==> images/placement_by_type.png <==
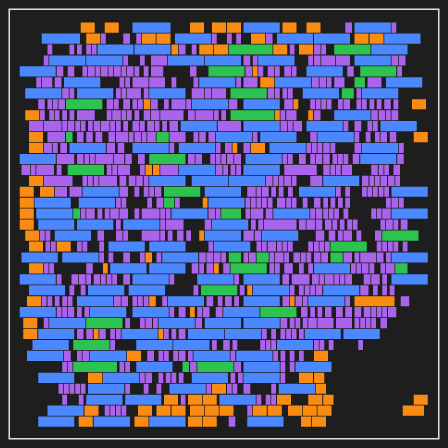
==> images/sizes.png <==
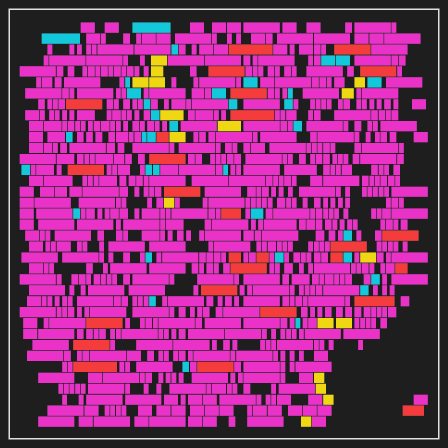
==> images/cell_density.png <==
11 x 11 tiles, from black (low) to pale yellow (high), 0 to 100% covered.
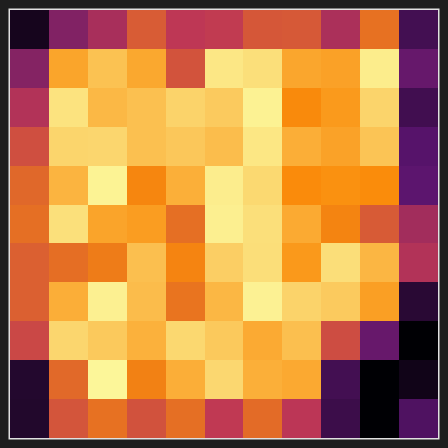
==> images/congestion.png <==
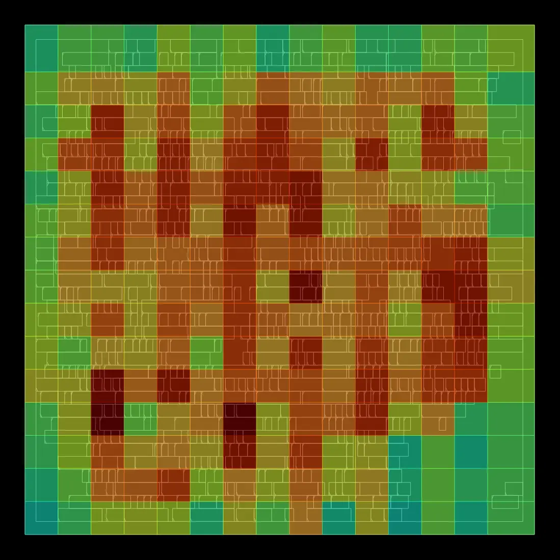
==> images/flops_by_reg.png <==
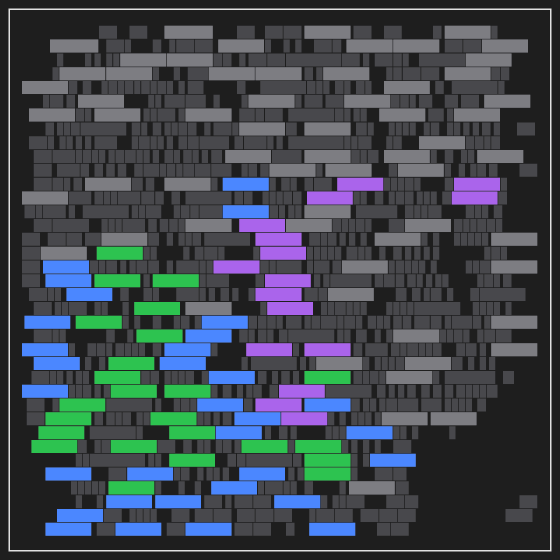
===== config.mk =====
export PLATFORM = sky130hd
export DESIGN_NAME = imem_loader_flat
export DESIGN_NICKNAME = d
export VERILOG_FILES = /design/src/rtl/imem_loader_if.sv /design/src/rtl/imem_loader.sv /design/src/flat_wrapper.sv
export SDC_FILE = /design/constraint.sdc
export NUM_CORES = 1
export LEC_CHECK = 0
export ABC_AREA = 1
export CORE_MARGIN = 2
export CORE_UTILIZATION = 61
export DETAILED_ROUTE_END_ITERATION = 16
export GPL_TIMING_DRIVEN = 0
export PLACE_DENSITY = 0.85
export SKIP_CTS_REPAIR_TIMING = 1
export SLEW_MARGIN = 20
export SYNTH_ARGS = -nofsm -noshare
export SYNTH_HDL_FRONTEND = slang
export SYNTH_SLANG_ARGS = --single-unit

===== constraint.sdc =====
create_clock -name clk -period 4.97 [get_ports clk]
set_input_delay 0.497 -clock clk [delete_from_list [all_inputs] [get_ports clk]]
set_output_delay 0.497 -clock clk [all_outputs]
set_load 0.1 [all_outputs]

===== src/rtl/imem_loader_if.sv =====
// Host byte link and imem write port A bundled between the loader and its
// neighbours.
//   rx_data/rx_valid/rx_ready : byte stream handshake (host -> loader)
//   imem_ena/wea/addra/dina   : imem write port A (loader -> imem)
// master = host/imem side, slave = loader side.
interface imem_loader_if #(
  parameter int unsigned ADDR_W = 14
) ();
  logic [7:0]        rx_data;
  logic              rx_valid;
  logic              rx_ready;
  logic              imem_ena;
  logic [3:0]        imem_wea;
  logic [ADDR_W-1:0] imem_addra;
  logic [31:0]       imem_dina;

  modport master (
    output rx_data, rx_valid,
    input  rx_ready, imem_ena, imem_wea, imem_addra, imem_dina
  );

  modport slave (
    input  rx_data, rx_valid,
    output rx_ready, imem_ena, imem_wea, imem_addra, imem_dina
  );
endinterface


===== src/rtl/imem_loader.sv =====
// Boot-time instruction loader: parses a framed byte stream
// (MAGIC, len_lo, len_hi, 4*N data bytes LSB first, csum), writes the
// assembled words into imem port A and releases the core once the image
// checksum matches.
//   clk      : system clock
//   rst      : asynchronous active-low reset
//   bus      : rx handshake + imem port A (slave modport)
//   core_rst : active-high reset to the core, released only in DONE
//   done     : image loaded and verified (sticky until rst)
//   error    : frame rejected (cleared by the next accepted MAGIC)
module imem_loader #(
  parameter int unsigned ADDR_W    = 14,
  parameter int unsigned BASE_ADDR = 0,
  parameter logic [7:0]  MAGIC     = 8'hA5
) (
  input  logic         clk,
  input  logic         rst,
  imem_loader_if.slave bus,
  output logic         core_rst,
  output logic         done,
  output logic         error
);

  localparam int unsigned MAX_WORDS = (32'd1 << ADDR_W) - BASE_ADDR;
  localparam logic [ADDR_W-1:0] BASE = ADDR_W'(BASE_ADDR);

  typedef enum logic [2:0] {
    S_IDLE, S_LEN0, S_LEN1, S_DATA, S_CSUM, S_DONE, S_ERR
  } state_t;

  state_t            state_q, state_d;
  logic [15:0]       len_q, len_d;
  logic [1:0]        byte_idx_q, byte_idx_d;
  logic [15:0]       word_cnt_q, word_cnt_d;
  logic [23:0]       asm_q, asm_d;
  logic [7:0]        csum_q, csum_d;
  logic [ADDR_W-1:0] addr_q, addr_d;
  logic              ready_q, ready_d;
  logic              ena_q, ena_d;
  logic [3:0]        wea_q, wea_d;
  logic [ADDR_W-1:0] addra_q, addra_d;
  logic [31:0]       dina_q, dina_d;
  logic              core_rst_q, core_rst_d;
  logic              done_q, done_d;
  logic              error_q, error_d;
  logic              accept_c;
  logic [15:0]       len_full_c;

  assign accept_c   = bus.rx_valid && ready_q;
  assign len_full_c = {bus.rx_data, len_q[7:0]};

  // State and registered outputs
  always_ff @(posedge clk or negedge rst) begin
    if (!rst) begin
      state_q    <= S_IDLE;
      len_q      <= '0;
      byte_idx_q <= '0;
      word_cnt_q <= '0;
      asm_q      <= '0;
      csum_q     <= '0;
      addr_q     <= BASE;
      ready_q    <= 1'b1;
      ena_q      <= 1'b0;
      wea_q      <= '0;
      addra_q    <= BASE;
      dina_q     <= '0;
      core_rst_q <= 1'b1;
      done_q     <= 1'b0;
      error_q    <= 1'b0;
    end else begin
      state_q    <= state_d;
      len_q      <= len_d;
      byte_idx_q <= byte_idx_d;
      word_cnt_q <= word_cnt_d;
      asm_q      <= asm_d;
      csum_q     <= csum_d;
      addr_q     <= addr_d;
      ready_q    <= ready_d;
      ena_q      <= ena_d;
      wea_q      <= wea_d;
      addra_q    <= addra_d;
      dina_q     <= dina_d;
      core_rst_q <= core_rst_d;
      done_q     <= done_d;
      error_q    <= error_d;
    end
  end

  // Next-state and next-output decode; everything moves only on an accepted byte
  always_comb begin
    state_d    = state_q;
    len_d      = len_q;
    byte_idx_d = byte_idx_q;
    word_cnt_d = word_cnt_q;
    asm_d      = asm_q;
    csum_d     = csum_q;
    addr_d     = addr_q;
    ena_d      = 1'b0;
    wea_d      = 4'h0;
    addra_d    = addra_q;
    dina_d     = dina_q;
    core_rst_d = core_rst_q;
    done_d     = done_q;
    error_d    = error_q;

    if (accept_c) begin
      case (state_q)
        S_IDLE: begin
          if (bus.rx_data == MAGIC) state_d = S_LEN0;
        end
        S_LEN0: begin
          len_d[7:0] = bus.rx_data;
          state_d    = S_LEN1;
        end
        S_LEN1: begin
          len_d      = len_full_c;
          csum_d     = '0;
          byte_idx_d = '0;
          word_cnt_d = '0;
          addr_d     = BASE;
          addra_d    = BASE;
          if (32'(len_full_c) > MAX_WORDS) begin
            state_d = S_ERR;
            error_d = 1'b1;
          end else if (len_full_c == 16'd0) begin
            state_d = S_CSUM;
          end else begin
            state_d = S_DATA;
          end
        end
        S_DATA: begin
          csum_d     = csum_q + bus.rx_data;
          byte_idx_d = byte_idx_q + 2'd1;
          case (byte_idx_q)
            2'd0: asm_d[7:0]   = bus.rx_data;
            2'd1: asm_d[15:8]  = bus.rx_data;
            2'd2: asm_d[23:16] = bus.rx_data;
            default: begin
              // Word complete: one-cycle write pulse at the current address
              ena_d      = 1'b1;
              wea_d      = 4'hF;
              dina_d     = {bus.rx_data, asm_q};
              addra_d    = addr_q;
              addr_d     = addr_q + ADDR_W'(1);
              word_cnt_d = word_cnt_q + 16'd1;
              if (word_cnt_q + 16'd1 == len_q) state_d = S_CSUM;
            end
          endcase
        end
        S_CSUM: begin
          if (bus.rx_data == csum_q) begin
            state_d    = S_DONE;
            done_d     = 1'b1;
            core_rst_d = 1'b0;
          end else begin
            state_d = S_ERR;
            error_d = 1'b1;
          end
        end
        S_ERR: begin
          if (bus.rx_data == MAGIC) begin
            state_d = S_LEN0;
            error_d = 1'b0;
          end
        end
        S_DONE: begin
          state_d = S_DONE;
        end
        default: state_d = S_IDLE;
      endcase
    end

    // rx_ready registered as a decode of the next state
    ready_d = (state_d != S_DONE);
  end

  assign bus.rx_ready   = ready_q;
  assign bus.imem_ena   = ena_q;
  assign bus.imem_wea   = wea_q;
  assign bus.imem_addra = addra_q;
  assign bus.imem_dina  = dina_q;
  assign core_rst       = core_rst_q;
  assign done           = done_q;
  assign error          = error_q;

endmodule


===== src/flat_wrapper.sv =====
// flat-port wrapper written by rule: the top's interface ports become plain ports
module imem_loader_flat 
#(
  parameter int unsigned ADDR_W    = 14,
  parameter int unsigned BASE_ADDR = 0,
  parameter logic [7:0]  MAGIC     = 8'hA5
)
  (clk, rst, core_rst, done, error, bus_rx_data, bus_rx_valid, bus_rx_ready, bus_imem_ena, bus_imem_wea, bus_imem_addra, bus_imem_dina);
  imem_loader_if #(.ADDR_W(ADDR_W)) bus_i ();
  input  logic clk;
  input  logic rst;
  output logic core_rst;
  output logic done;
  output logic error;
  input wire logic [$bits(bus_i.rx_data)-1:0] bus_rx_data;
  input wire logic [$bits(bus_i.rx_valid)-1:0] bus_rx_valid;
  output wire logic [$bits(bus_i.rx_ready)-1:0] bus_rx_ready;
  output wire logic [$bits(bus_i.imem_ena)-1:0] bus_imem_ena;
  output wire logic [$bits(bus_i.imem_wea)-1:0] bus_imem_wea;
  output wire logic [$bits(bus_i.imem_addra)-1:0] bus_imem_addra;
  output wire logic [$bits(bus_i.imem_dina)-1:0] bus_imem_dina;
  assign bus_i.rx_data = bus_rx_data;
  assign bus_i.rx_valid = bus_rx_valid;
  assign bus_rx_ready = bus_i.rx_ready;
  assign bus_imem_ena = bus_i.imem_ena;
  assign bus_imem_wea = bus_i.imem_wea;
  assign bus_imem_addra = bus_i.imem_addra;
  assign bus_imem_dina = bus_i.imem_dina;
  imem_loader #(.ADDR_W(ADDR_W), .BASE_ADDR(BASE_ADDR), .MAGIC(MAGIC)) u_core (.clk(clk), .rst(rst), .bus(bus_i), .core_rst(core_rst), .done(done), .error(error));
endmodule

==> Implementation_results.wiki <==
== Flow metrics ==
{| class="wikitable"
! Metric !! Value
|-
| Number of core rows || 37
|-
| Area of the synthesized netlist per yosys stat || 0.006395 sq mm
|-
| Clock-pin slew of the registers on the worst-case setup and hold paths || 0.06 ns
|-
| Final setup viols || 0
|-
| P per Cell Area || 459.6 mW/mm^2
|-
| Reported max-cap violation count || 0
|-
| Share of layout cells above drive strength 1 || 9.133%
|-
| Number of flip-flops under the largest register name || 32
|-
| Net count of the mapped netlist || just under 800
|-
| Cell with the most instances after synthesis || nand2_1
|-
| Post-synth top area cell || dfrtp_1
|-
| Comb pwr share || about a quarter
|-
| Remaining global-route overflow || 0
|-
| Worst Setup SP || u_core.bus.rx_ready$_DFF_PN1_
|-
| Peak supply drop || 0.2946 mV
|-
| Worst reg-to-reg setup slack || 2.47 ns
|-
| Worst setup SP type || flip-flop
|-
| CTS Root Buffer Type || clkbuf_8
|-
| Detail Route Antenna Nets || 0
|-
| Setup repair after global routing missed its margin || false
|-
| Core utilization before placement || 62.50%
|-
| Critical Path AT || 2.22 ns
|-
| Status || complete, no violations
|-
| Hold Path Stages || 2
|-
| Violation count after the first detailed-routing iteration || 606
|-
| Number of buffer cells added on primary ports || 65
|-
| Clock Skew || 0.006908 ns
|-
| Most instantiated cells after synthesis || nand2_1 (258), dfrtp_1 (132), o21ai_0 (88)
|-
| Seq cells post-synth || approximately 130
|-
| Most numerous logic cell after layout || nand2_1
|-
| Antenna diode instance count || 0
|-
| Aggregate routed wire length || 17280 um
|-
| Critical path capture point || bus_rx_ready
|-
| Final Total Pwr || approximately 0.0036 W
|-
| Setup WS post-layout || 2.249 ns
|-
| Number of buffer and inverter stages on the critical path || 1
|-
| Placed Cells || between 900 and 1k
|-
| Number of vias per cell after detailed routing || a little under 6
|-
| Distinct cells, synth || 40
|-
| Sequential Power Share || between 40% and 50%
|-
| Seq/Total Area, Yosys || 52.48%
|-
| Number of cells in Yosys stat || 767
|-
| Total clock buffers created by CTS || 17
|-
| Maximum single-stage delay on the critical path || 1.13 ns
|-
| Adder-cell share of the synthesized area || about 2.9%
|-
| Hold slack || 0.4508 ns
|-
| Placed cell area || 0.007248 sq mm
|-
| Number of warnings issued by yosys || 0
|}
## Picture notes: placement_by_type.png
[blue] flops | cells: 134 | share of their area: 44%
[purple] combinational and other logic | cells: 609 | share of their area: 38%
[orange] other buffers and delay cells | cells: 91 | share of their area: 10%
[green] clock drivers and dummy loads | cells: 31 | share of their area: 7.6%

## Picture notes: sizes.png
[cyan] _2 cells | cells: 35 | share: 4.0%
[red] _6 and larger | cells: 27 | share: 3.1%
[yellow] _3 and _4 cells | cells: 17 | share: 2.0%
[magenta] _0 and _1 cells | cells: 786 | share: 91%

## Picture notes: cell_density.png
fullest tile: 98%
densest ninth of the die: center
emptiest ninth of the die: lower right
Core Area: 0.01023 sq mm
final core utilization: 76.68%

## Picture notes: congestion.png
GRT met3 Usage: 8.155%
GR Util met1: 39.86%
Overall Global Routing Usage: 32.60%

## Picture notes: flops_by_reg.png
[blue] `u_core.bus.imem_dina` | placed flops: 32
[green] `u_core.asm_q` | placed flops: 24
[purple] `u_core.len_q` | placed flops: 16 | where: center
not colored: 62
sequential cell power: 0.00145 W
sequential share of cell area: 42.78%
Sequential cell area: 0.003356 sq mm

-- metal layers --
layer / vias to the layer above / track usage [%] / wire length (um)
li1: 2666 / - / -
met1: 2795 / 39.86 / 6700
met2: 296 / 54.99 / 8821
met3: 66 / 8.155 / 1244
met4: 0 / 14.00 / 513
met5: - / 0 / 0
-- final cells by class --
cell class / count / area, sq um / area share [%]
buffer: 24 / 112.6 / 1.435
tap: 136 / 170.2 / 2.169
multi-input combinational: 534 / 2640 / 33.65
inverter: 75 / 286.5 / 3.652
timing repair buffer: 67 / 693.2 / 8.836
clock buffer: 17 / 414.1 / 5.279
sequential: 134 / 3356 / 42.78
clock inverter: 14 / 172.7 / 2.201
Power and IR drop assume default switching activity.
